Figure 1. Cell sizes after repair.
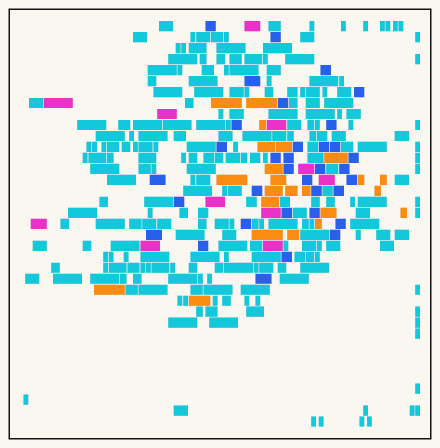
Figure 2. Ports around the boundary.
Bar = 20 um. Pins as bars across the die edge, other pins in gray.
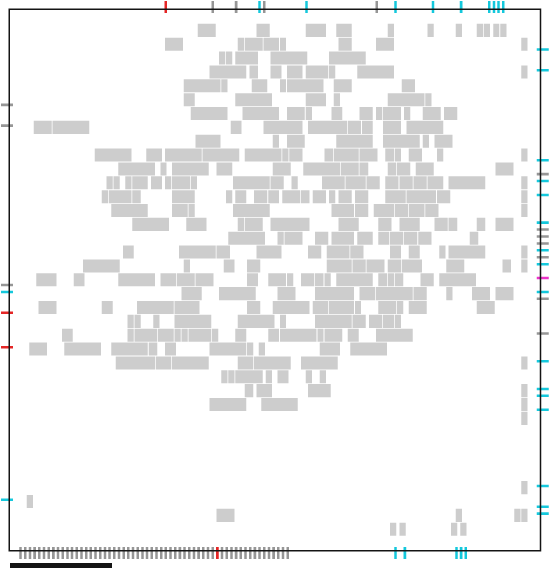
Figure 3. Cell outlines without signal wires.
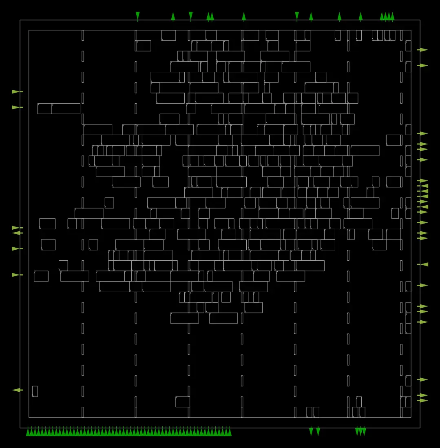
Figure 4. Local utilization.
The die is cut into 10 by 11 equal tiles; white is low, dark blue is high, 0 to 100% covered.
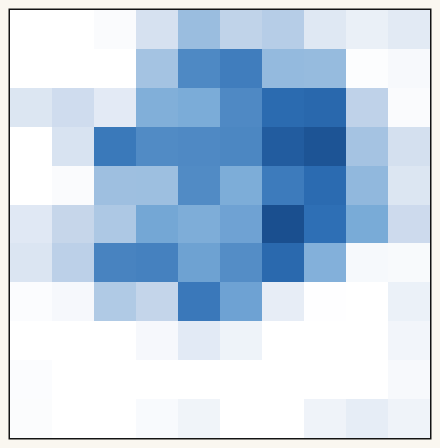
File: src/rtl/peripherals_gpio.sv
// peripherals_gpio: memory-mapped GPIO block.
//   Word registers at address[4:2]:
//     0 OUT (RW), 1 IN (RO, debounced), 2 FLAGS (W1C), 3 RISE_EN (RW),
//     4 FALL_EN (RW), 5..7 read zero and ignore writes.
// Ports:
//   clock, reset             system clock, synchronous active-high reset
//   address, input_data,     bus address, write data and write strobe
//   should_write
//   output_data              combinational read data (zero-extended)
//   input_peripherals        asynchronous pins -> synchroniser + debouncer
//   output_peripherals       registered pins, OUT ^ OUTPUT_INVERT_MASK
//   irq                      registered OR of FLAGS

// Per-input lane: synchroniser, debouncer and edge pulses.
//   pin        raw asynchronous input
//   debounced  filtered value
//   rise/fall  one-cycle pulses in the cycle right after debounced changes
module gpio_in_lane #(
  parameter int SYNC_STAGES     = 2,
  parameter int DEBOUNCE_CYCLES = 16
) (
  input  logic clock,
  input  logic reset,
  input  logic pin,
  output logic debounced,
  output logic rise,
  output logic fall
);
  localparam int CW = $clog2(DEBOUNCE_CYCLES + 1);

  logic [SYNC_STAGES-1:0] sync_q;
  logic [CW-1:0]          cnt_q;
  logic                   deb_q, deb_prev_q, s;

  assign s = sync_q[SYNC_STAGES-1];

  always_ff @(posedge clock) begin
    if (reset) begin
      sync_q     <= '0;
      cnt_q      <= '0;
      deb_q      <= 1'b0;
      deb_prev_q <= 1'b0;
    end else begin
      sync_q     <= {sync_q[SYNC_STAGES-2:0], pin};
      deb_prev_q <= deb_q;
      if (s == deb_q) begin
        cnt_q <= '0;
      end else if (cnt_q == CW'(DEBOUNCE_CYCLES - 1)) begin
        // the increment would hit DEBOUNCE_CYCLES: accept the new level
        deb_q <= s;
        cnt_q <= '0;
      end else begin
        cnt_q <= cnt_q + 1'b1;
      end
    end
  end

  assign debounced = deb_q;
  assign rise      =  deb_q & ~deb_prev_q;
  assign fall      = ~deb_q &  deb_prev_q;
endmodule

module peripherals_gpio #(
  parameter int                     NUM_INPUTS         = 4,
  parameter int                     NUM_OUTPUTS        = 4,
  parameter logic [NUM_OUTPUTS-1:0] OUTPUT_INVERT_MASK = 4'b1100,
  parameter int                     SYNC_STAGES        = 2,
  parameter int                     DEBOUNCE_CYCLES    = 16
) (
  input  logic                   clock,
  input  logic                   reset,
  input  logic [31:0]            address,
  input  logic [31:0]            input_data,
  input  logic                   should_write,
  output logic [31:0]            output_data,
  input  logic [NUM_INPUTS-1:0]  input_peripherals,
  output logic [NUM_OUTPUTS-1:0] output_peripherals,
  output logic                   irq
);
  typedef enum logic [2:0] {
    R_OUT = 3'd0, R_IN = 3'd1, R_FLAGS = 3'd2, R_RISE = 3'd3, R_FALL = 3'd4
  } reg_e;

  logic [NUM_OUTPUTS-1:0] out_q, pins_q;
  logic [NUM_INPUTS-1:0]  flags_q, rise_en_q, fall_en_q;
  logic [NUM_INPUTS-1:0]  deb, rise, fall, set_vec, clr_vec;
  logic [2:0]             sel;
  logic                   irq_q;

  assign sel = address[4:2];

  genvar i;
  generate
    for (i = 0; i < NUM_INPUTS; i++) begin : g_lane
      gpio_in_lane #(
        .SYNC_STAGES    (SYNC_STAGES),
        .DEBOUNCE_CYCLES(DEBOUNCE_CYCLES)
      ) u_lane (
        .clock    (clock),
        .reset    (reset),
        .pin      (input_peripherals[i]),
        .debounced(deb[i]),
        .rise     (rise[i]),
        .fall     (fall[i])
      );
    end
  endgenerate

  // New edges are OR'd in after the clear so a same-cycle set beats W1C.
  assign set_vec = (rise & rise_en_q) | (fall & fall_en_q);
  assign clr_vec = (should_write && sel == R_FLAGS) ? input_data[NUM_INPUTS-1:0] : '0;

  always_ff @(posedge clock) begin
    if (reset) begin
      out_q     <= '0;
      pins_q    <= OUTPUT_INVERT_MASK;
      rise_en_q <= '0;
      fall_en_q <= '0;
      flags_q   <= '0;
      irq_q     <= 1'b0;
    end else begin
      if (should_write && sel == R_OUT) begin
        out_q  <= input_data[NUM_OUTPUTS-1:0];
        pins_q <= input_data[NUM_OUTPUTS-1:0] ^ OUTPUT_INVERT_MASK;
      end
      if (should_write && sel == R_RISE) rise_en_q <= input_data[NUM_INPUTS-1:0];
      if (should_write && sel == R_FALL) fall_en_q <= input_data[NUM_INPUTS-1:0];
      flags_q <= (flags_q & ~clr_vec) | set_vec;
      irq_q   <= |flags_q;
    end
  end

  always_comb begin
    output_data = '0;
    case (sel)
      R_OUT:   output_data[NUM_OUTPUTS-1:0] = out_q;
      R_IN:    output_data[NUM_INPUTS-1:0]  = deb;
      R_FLAGS: output_data[NUM_INPUTS-1:0]  = flags_q;
      R_RISE:  output_data[NUM_INPUTS-1:0]  = rise_en_q;
      R_FALL:  output_data[NUM_INPUTS-1:0]  = fall_en_q;
      default: output_data = '0;
    endcase
  end

  assign output_peripherals = pins_q;
  assign irq                = irq_q;

  // address bits outside [4:2] and upper write-data bits are don't-care
  logic unused_bits;
  assign unused_bits = &{1'b0, address[31:5], address[1:0], input_data};
endmodule
File: config.mk
export PLATFORM = sky130hd
export DESIGN_NAME = peripherals_gpio
export DESIGN_NICKNAME = d
export VERILOG_FILES = /design/src/rtl/peripherals_gpio.sv
export SDC_FILE = /design/constraint.sdc
export NUM_CORES = 1
export LEC_CHECK = 0
export ABC_CLOCK_PERIOD_IN_PS = 1600
export CAP_MARGIN = 20
export CORE_AREA = 2 2 102 104
export DETAILED_ROUTE_END_ITERATION = 10
export DIE_AREA = 0 0 104 106
export SLEW_MARGIN = 20
export SYNTH_ARGS = -nofsm -noshare
export SYNTH_HDL_FRONTEND = slang
export SYNTH_HIERARCHICAL = 1
export SYNTH_SLANG_ARGS = --single-unit
File: constraint.sdc
create_clock -name clock -period 1.6 [get_ports clock]
set_input_delay 0.24 -clock clock [delete_from_list [all_inputs] [get_ports clock]]
set_output_delay 0.24 -clock clock [all_outputs]
set_load 0.02 [all_outputs]
==> summary.txt <==
yosys + openroad results -> status=finished, final reports clean, # DRC=0, Seq pwr share=approximately three fifths, OpenROAD warning count=85, ys async rst share=0%, Final Routed Wirelength=between 4000 and 5000 um, flip-flops with a built-in enable=0, biggest regs=g_lane.u_lane/cnt_q: 20 flops, g_lane.u_lane/sync_q: 8 flops, Total GRT Usage=under 10%, combinational power share=10.0%, fmax=643.2 MHz, Post-CTS Hold Fix Bufs=0, grt peak-use layer=met2, WP buf/inv=1, Yosys cell types=32, critical path class=flip-flop to output port, Clock Power Share=31.6%, placed insts=~430, Comb/total area=38.51%, Top-area cell share=45.24%, CP Data Required Time=1.36 ns, crit end category=output port, Simple Share, Synth=19.07%, nonclk buf count=55, reg2reg path depth=5, hold slack=0.4186 ns, final setup violation count=0, Hold Fails Final Rpt=0, chip area=0.01102 mm2, 1st-pass router iterations=4, Starting DRT DRC Count=between 60 and 70, switching power=0.5720 mW, Final min period=1.555 ns, clock network area share=2.874%, DR WL met3=266 um, share of cells above drive strength 1=between 20 and 25%, clock buffer depth=2, drt wl/cell=10.32 um, cell area after synthesis=0.002434 mm2, design area=0.003048 mm2, Biggest register=g_lane.u_lane/cnt_q, Commonest cells post-synth=dfxtp_1, nor2_1, buf_4, Post-CTS Resized=33, Cells after Synth=252, Mux area share=8.380%, Num CTS Buffers=5, CP Cell Sequence=mux2_2, a22oi_2, o22ai_2, buf_4, Slew Limit Fails=0, Logic area=about 0.0012 mm2, worst-skew pair later-pin latency=0.30 ns, Peak VDD IR=0.0002809 V, met2 GRT Util=13.91%, initial antenna violation count=0, reg2reg start=g_lane[1].u_lane/cnt_q[0], XORs/XNORs by Area=4.319%, Pwr Density=a little under 800 mW/mm2, Yosys top cell by area=dfxtp_1, vias per cell=3.966, Syn Area/Cell=9.657 um2, main kind of combinational logic by area=simple AND/OR/NAND/NOR gates, max cap viols=0, first-pass GRT wire length=7783 um, Clock transition at path regs=0.09 ns, hold path startpoint=g_lane[3].u_lane/cnt_q[0], Lkg Pwr=1.289 nW, routability-driven placement congestion ratio=0.7813, reg-to-reg endpoint=g_lane[1].u_lane/cnt_q[2], Yosys chip area=0.002434 mm2, startpoint types=flip-flop, hold crit path type=flip-flop to flip-flop, largest net degree at the start of global routing=29, CTS tree=done
-- Figure 1 (at the start) --
- cyan: drive 1 or less (cells 236)
- blue: drive 3 to 4 (cells 34)
- magenta: drive 6 and up (cells 11)
- orange: drive 2 (cells 23)

-- Figure 2 (at the start) --
- cyan: output_data (pins 32; direction output; edge 16 east, 9 north, 5 south, 2 west)
- red: input_peripherals (pins 4; direction input; edge 2 west, 1 south, 1 north)
- magenta: irq (pins 1; direction output; edge east)
- all pins by edge: 63 south, 24 east, 14 north, 7 west
DIE WIDTH: 104 um
port bufs: 22
die height: 106 um

-- Figure 3 (at the start) --
fillers: 1066
Non-Filler Instances: 440

-- Figure 4 (at the start) --
- emptiest ninth of the die: south-west
- fullest tile: 88%
- densest ninth of the die: center
- mean over tiles: 26%
- nearly empty tiles: 27%
- tiles over 75% full: 6.4%
FP Util: 24.34%
Core Util, Final: 30.48%
Core Area: 0.01000 mm2

[power groups by stage]
| stage | combinational, mW | clock (mW) | sequential, mW |
|---|---|---|---|
| floorplan | 0.180 | 0 | 1.43 |
| global placement | 0.229 | 0 | 1.43 |
| detailed placement | 0.229 | 0 | 1.43 |
| CTS | 0.236 | 0.804 | 1.40 |
| global route | 0.261 | 0.854 | 1.40 |
| finish | 0.240 | 0.759 | 1.40 |
[stage by stage]
step,utilization (%),TNS [ns],setup WS [ns]
global route,30.48,-0.01679,-0.008171
detailed placement,29.17,-6.436,-0.7731
floorplan,-,0,0.1634
CTS,30.22,-0.01098,-0.008100
finish,30.48,0,0.04523
global placement,29.17,-6.313,-0.7909
[how the worst max path moves through the flow]
| stage | endpoint | from | slack, ns |
|---|---|---|---|
| 6_report | output_data[1] | rise_en_q[1] | 0.05 |
| 5_1_grt | g_lane[1].u_lane/cnt_q[0] | g_lane[1].u_lane/cnt_q[0] | -0.008 |
| 2_1_floorplan | g_lane[0].u_lane/cnt_q[2] | g_lane[0].u_lane/cnt_q[0] | 0.16 |
| 4_1_cts | output_data[1] | rise_en_q[1] | -0.008 |
| 3_3_place_gp | output_data[3] | address[2] | -0.79 |
| 3_5_place_dp | output_data[1] | address[2] | -0.77 |
[cells in the final DEF, fill, tap and decap left out, drive strengths merged, types with 4 or more instances in the layout]
cell type / Yosys / layout
a21oi: 5 / 5
a222oi: 4 / 4
a22oi: 6 / 6
and2b: 4 / 4
and3: 4 / 4
buf: 33 / 38
clkbuf: 4 / 8
clkdlybuf4s50: 0 / 14
conb: 1 / 28
dfxtp: 55 / 55
ha: 8 / 8
inv: 12 / 12
mux2i: 17 / 17
nand2: 4 / 4
nand3: 4 / 4
nor2: 40 / 40
nor2b: 18 / 18
or3: 4 / 4
xnor2: 8 / 8
xor2: 4 / 4
Power and IR drop assume default switching activity.
